Fig. 1: M1 wires
Bar = 20 um.
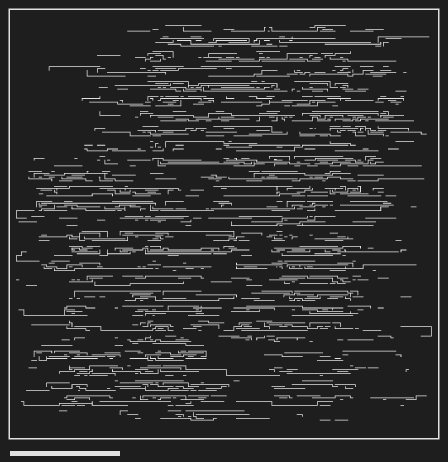
Fig. 2: metal 2
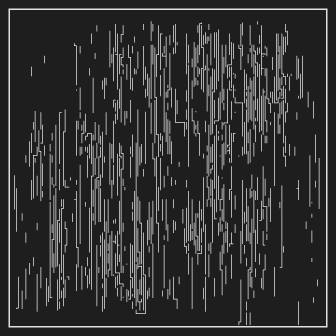
Fig. 3: routing congestion
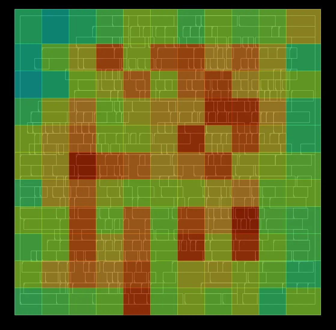
Fig. 4: cell area per tile
Bar = 20 um. 8 x 8 tiles, from black (low) to pale yellow (high), 0 to 100% covered.
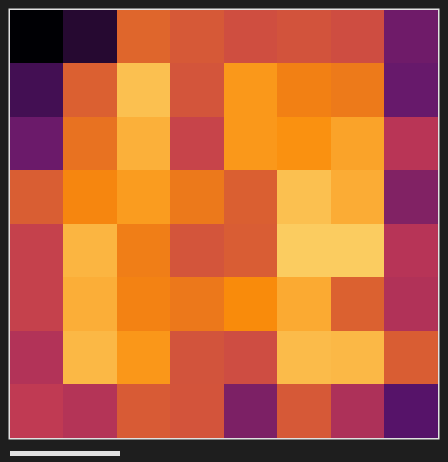
File: src/rtl/parking_occupancy_ctrl.sv
// Parking occupancy front end: synchronises and debounces the entry/exit loop sensors,
// keeps the occupancy count and emits single-cycle accept/reject pulses for the door block.
module parking_occupancy_ctrl #(
    parameter int unsigned CAPACITY        = 20,
    parameter int unsigned CNT_W           = 5,
    parameter int unsigned DEBOUNCE_CYCLES = 500000,
    parameter int unsigned DB_W            = 20
) (
    input  logic             clk,
    input  logic             reset,
    input  logic             entry_raw,
    input  logic             exit_raw,
    output logic             entry_sensor,
    output logic             exit_sensor,
    output logic             full,
    output logic             empty,
    output logic [CNT_W-1:0] count,
    output logic             entry_reject,
    output logic             exit_error
);

    typedef enum logic [1:0] {
        StIdle,
        StQual,
        StHeld,
        StRel
    } lane_state_e;

    localparam logic [DB_W-1:0]  DbLast = DB_W'(DEBOUNCE_CYCLES - 1);
    localparam logic [DB_W-1:0]  DbOne  = DB_W'(1);
    localparam logic [CNT_W-1:0] CntMax = CNT_W'(CAPACITY);
    localparam logic [CNT_W-1:0] CntOne = CNT_W'(1);

    // Lane 0 is the entry loop, lane 1 the exit loop.
    logic [1:0] raw;
    logic [1:0] meta_q;
    logic [1:0] sync_q;

    assign raw = {exit_raw, entry_raw};

    always_ff @(posedge clk or negedge reset) begin
        if (!reset) begin
            meta_q <= '0;
            sync_q <= '0;
        end else begin
            meta_q <= raw;
            sync_q <= meta_q;
        end
    end

    lane_state_e     state_q [2];
    lane_state_e     state_d [2];
    logic [DB_W-1:0] dbc_q   [2];
    logic [DB_W-1:0] dbc_d   [2];
    logic [1:0]      qual;

    always_comb begin
        for (int i = 0; i < 2; i++) begin
            state_d[i] = state_q[i];
            dbc_d[i]   = dbc_q[i];
            qual[i]    = 1'b0;
            unique case (state_q[i])
                StIdle: begin
                    dbc_d[i] = '0;
                    if (sync_q[i]) begin
                        state_d[i] = StQual;
                    end
                end
                StQual: begin
                    if (!sync_q[i]) begin
                        state_d[i] = StIdle;
                        dbc_d[i]   = '0;
                    end else if (dbc_q[i] == DbLast) begin
                        qual[i]    = 1'b1;
                        state_d[i] = StHeld;
                    end else begin
                        dbc_d[i] = dbc_q[i] + DbOne;
                    end
                end
                StHeld: begin
                    if (!sync_q[i]) begin
                        state_d[i] = StRel;
                        dbc_d[i]   = '0;
                    end
                end
                StRel: begin
                    // A short return of the vehicle signal is a glitch, not a new passage.
                    if (sync_q[i]) begin
                        state_d[i] = StHeld;
                    end else if (dbc_q[i] == DbLast) begin
                        state_d[i] = StIdle;
                    end else begin
                        dbc_d[i] = dbc_q[i] + DbOne;
                    end
                end
                default: begin
                    state_d[i] = StIdle;
                    dbc_d[i]   = '0;
                end
            endcase
        end
    end

    always_ff @(posedge clk or negedge reset) begin
        if (!reset) begin
            for (int i = 0; i < 2; i++) begin
                state_q[i] <= StIdle;
                dbc_q[i]   <= '0;
            end
        end else begin
            for (int i = 0; i < 2; i++) begin
                state_q[i] <= state_d[i];
                dbc_q[i]   <= dbc_d[i];
            end
        end
    end

    logic             exit_ok;
    logic             entry_ok;
    logic [CNT_W-1:0] count_d;

    // An exit in the same cycle frees a slot, so a full lot can still accept the entry.
    always_comb begin
        exit_ok  = qual[1] & (count != '0);
        entry_ok = qual[0] & ((count != CntMax) | exit_ok);
        count_d  = count;
        if (entry_ok && !exit_ok) begin
            count_d = count + CntOne;
        end else if (exit_ok && !entry_ok) begin
            count_d = count - CntOne;
        end
    end

    always_ff @(posedge clk or negedge reset) begin
        if (!reset) begin
            entry_sensor <= 1'b0;
            exit_sensor  <= 1'b0;
            entry_reject <= 1'b0;
            exit_error   <= 1'b0;
            count        <= '0;
            full         <= 1'b0;
            empty        <= 1'b1;
        end else begin
            entry_sensor <= entry_ok;
            exit_sensor  <= exit_ok;
            entry_reject <= qual[0] & ~entry_ok;
            exit_error   <= qual[1] & ~exit_ok;
            count        <= count_d;
            full         <= (count_d == CntMax);
            empty        <= (count_d == '0);
        end
    end

endmodule

File: config.mk
export PLATFORM = sky130hd
export DESIGN_NAME = parking_occupancy_ctrl
export DESIGN_NICKNAME = d
export VERILOG_FILES = /design/src/rtl/parking_occupancy_ctrl.sv
export SDC_FILE = /design/constraint.sdc
export NUM_CORES = 1
export LEC_CHECK = 0
export CAP_MARGIN = 20
export CORE_MARGIN = 1
export CORE_UTILIZATION = 60
export CTS_BUF_LIST = sky130_fd_sc_hd__clkbuf_8
export CTS_CLUSTER_SIZE = 10
export DETAILED_ROUTE_END_ITERATION = 10
export PLACE_DENSITY_LB_ADDON = 0.1
export SETUP_SLACK_MARGIN = 0.02
export SYNTH_ARGS = -nofsm -noshare
export SYNTH_HDL_FRONTEND = slang
export SYNTH_SLANG_ARGS = --single-unit
File: constraint.sdc
create_clock -name clk -period 3.2 [get_ports clk]
set_clock_uncertainty 0.05 [all_clocks]
set_input_delay 0.64 -clock clk [delete_from_list [all_inputs] [get_ports clk]]
set_output_delay 0.64 -clock clk [all_outputs]
set_load 0.05 [all_outputs]
==> impl_metrics.toml <==
# implementation run metrics
[synthesis]
synth_stat.cells = 360
synth-warning-count = 0
synth.area.top_cells = "sky130_fd_sc_hd__dfrtp_1 (42%), sky130_fd_sc_hd__nand2_1 (4.1%), sky130_fd_sc_hd__o21ai_0 (4.1%)"
netlist_area_um2 = 3450
ys_dominant_reg_cell = "sky130_fd_sc_hd__dfrtp_1"
ys_types = 63

[setup_path]
path_class = "register to register"
critical-path-max-stage-delay_ns = 0.44
timing.critical_path.fanout_max = 7

[final_timing]
fin_tns_setup_ns = 0
final-hold-violation-count = 0
timing.fmax_mhz = 403

[global_route]
grt_antenna_before_repair = 0

[detailed_routing]
drt_first_iter_violations = 179
firstDrtPassIters = 4

[placed_design]
half_perimeter_wire_length_of_the_detailed_placement_result_um = 4740

[clock_tree]
cts.path.max_buffers = 2
cts_hold_buf = 0

[floorplan]
placeable_core_region_um2 = 5510
num_rows = 27
die_width_um = 77.8

[outcome]
run_status = "finished clean"

[cells_and_area]
antenna_cells_inserted = 0
About Fig. 1:
nets with wire on the layer: 348
wire length on this layer: 3,410 um

About Fig. 2:
wire length on this layer: 3,160 um
share of all routed wire: 46%
main direction: vertical

About Fig. 3:
average wire per cell in the routed design: 15.3 um
met2 GRT Util: 40.4%
met1 global-route usage: 36.2%
routing usage on met3: 4.82%

About Fig. 4:
fullest tile: 89%
mean over tiles: 61%
tiles over 75% full: 28%
emptiest ninth of the die: top left
nearly empty tiles: 1.6%

[flip-flops by register name, summed over array words and instances (netlist names), named ones only]
| signal | count |
|---|---|
| entry_sensor | 1 |
| sync_q | 2 |
| state_q | 2 |
| meta_q | 2 |
| full | 1 |
| empty | 1 |
| dbc_q | 40 |
| exit_error | 1 |
| entry_reject | 1 |
| count | 5 |
| exit_sensor | 1 |
[kinds of logic (layout without fill, tap and decap cells)]
| family | Yosys count | count (layout) | synth area share (%) |
|---|---|---|---|
| AND-OR/OR-AND | 76 | 76 | 15.4 |
| XOR/XNOR | 22 | 22 | 6.24 |
| adder cells (fa/ha/maj) | 5 | 5 | 1.81 |
| buffers and inverters | 25 | 42 | 3.38 |
| flip-flops | 59 | 59 | 42.9 |
| multiplexers | 6 | 6 | 1.81 |
| AND/OR/NAND/NOR | 167 | 167 | 28.5 |
[placed cells by master, fill, tap and decap left out, drive strengths merged, types with 5 or more instances in the layout]
cell           synthesis  routed
clkbuf                 7      11
nor2                  27      27
dfrtp                 58      58
nor4                   9       9
nor4b                  6       6
nand2                 38      38
nor3                  13      13
a31oi                  7       7
a21oi                 11      11
o21ai                 29      29
and3                   6       6
inv                   10      13
xnor2                 19      19
nand4                 10      10
clkdlybuf4s50          0      13
and2                  11      11
a22o                   6       6
and4                   7       7
nand3                 18      18
ha                     5       5
[metrics by stage]
stage | utilization, % | hold slack, ns | power, W | cells
after floorplan | - | 0.281 | 0.000798 | 360
after global placement | 65.5 | 0.282 | 0.000823 | 433
after detailed placement | 65.5 | 0.288 | 0.000824 | 433
after CTS | 68.7 | 0.301 | 0.00141 | 449
after global routing | 68.7 | 0.305 | 0.00145 | 449
final | 68.7 | 0.299 | 0.00140 | 449
[cell type report]
| type | count | area (um^2) |
|---|---|---|
| Sequential cell | 59 | 1480 |
| Tap cell | 72 | 90.1 |
| Fill cell | 426 | 1730 |
| Clock buffer | 11 | 151 |
| Clock inverter | 5 | 21.3 |
| Inverter | 10 | 37.5 |
| Timing Repair Buffer | 16 | 150 |
| Multi-Input combinational cell | 276 | 1850 |
[metal layers]
layer  vias up  share of wire, %  routed length (um)
li1       1352                 -                   -
met1      1345                50                3410
met2        49                46                3160
met3        10               3.2                 220
met4         0               1.3                  91
met5         -                 0                   0
[power by group]
| group | internal (W) | total [W] | switching, W | leakage [nW] |
|---|---|---|---|---|
| Sequential | 0.000752 | 0.000762 | 0.00000934 | 0.805 |
| Combinational | 0.0000144 | 0.0000483 | 0.0000339 | 0.620 |
| Clock | 0.000312 | 0.000589 | 0.000277 | 0.103 |
| Total | 0.00108 | 0.00140 | 0.000321 | 1.53 |
[worst paths after layout]
kind                                 from   endpoint  slack [ns]  depth (start not counted)
worst max-delay path            dbc_q[20]       full        0.72                          7
worst min-delay path            meta_q[0]  sync_q[0]        0.30                          0
worst max register to register  dbc_q[20]       full        0.72                          7
worst min register to register  meta_q[0]  sync_q[0]        0.30                          0
max in group asynchronous           reset  async pin        2.22                          2
min in group asynchronous           reset  dbc_q[23]        0.41                          2
No activity file was given, so power comes from the tool's default toggle rates.
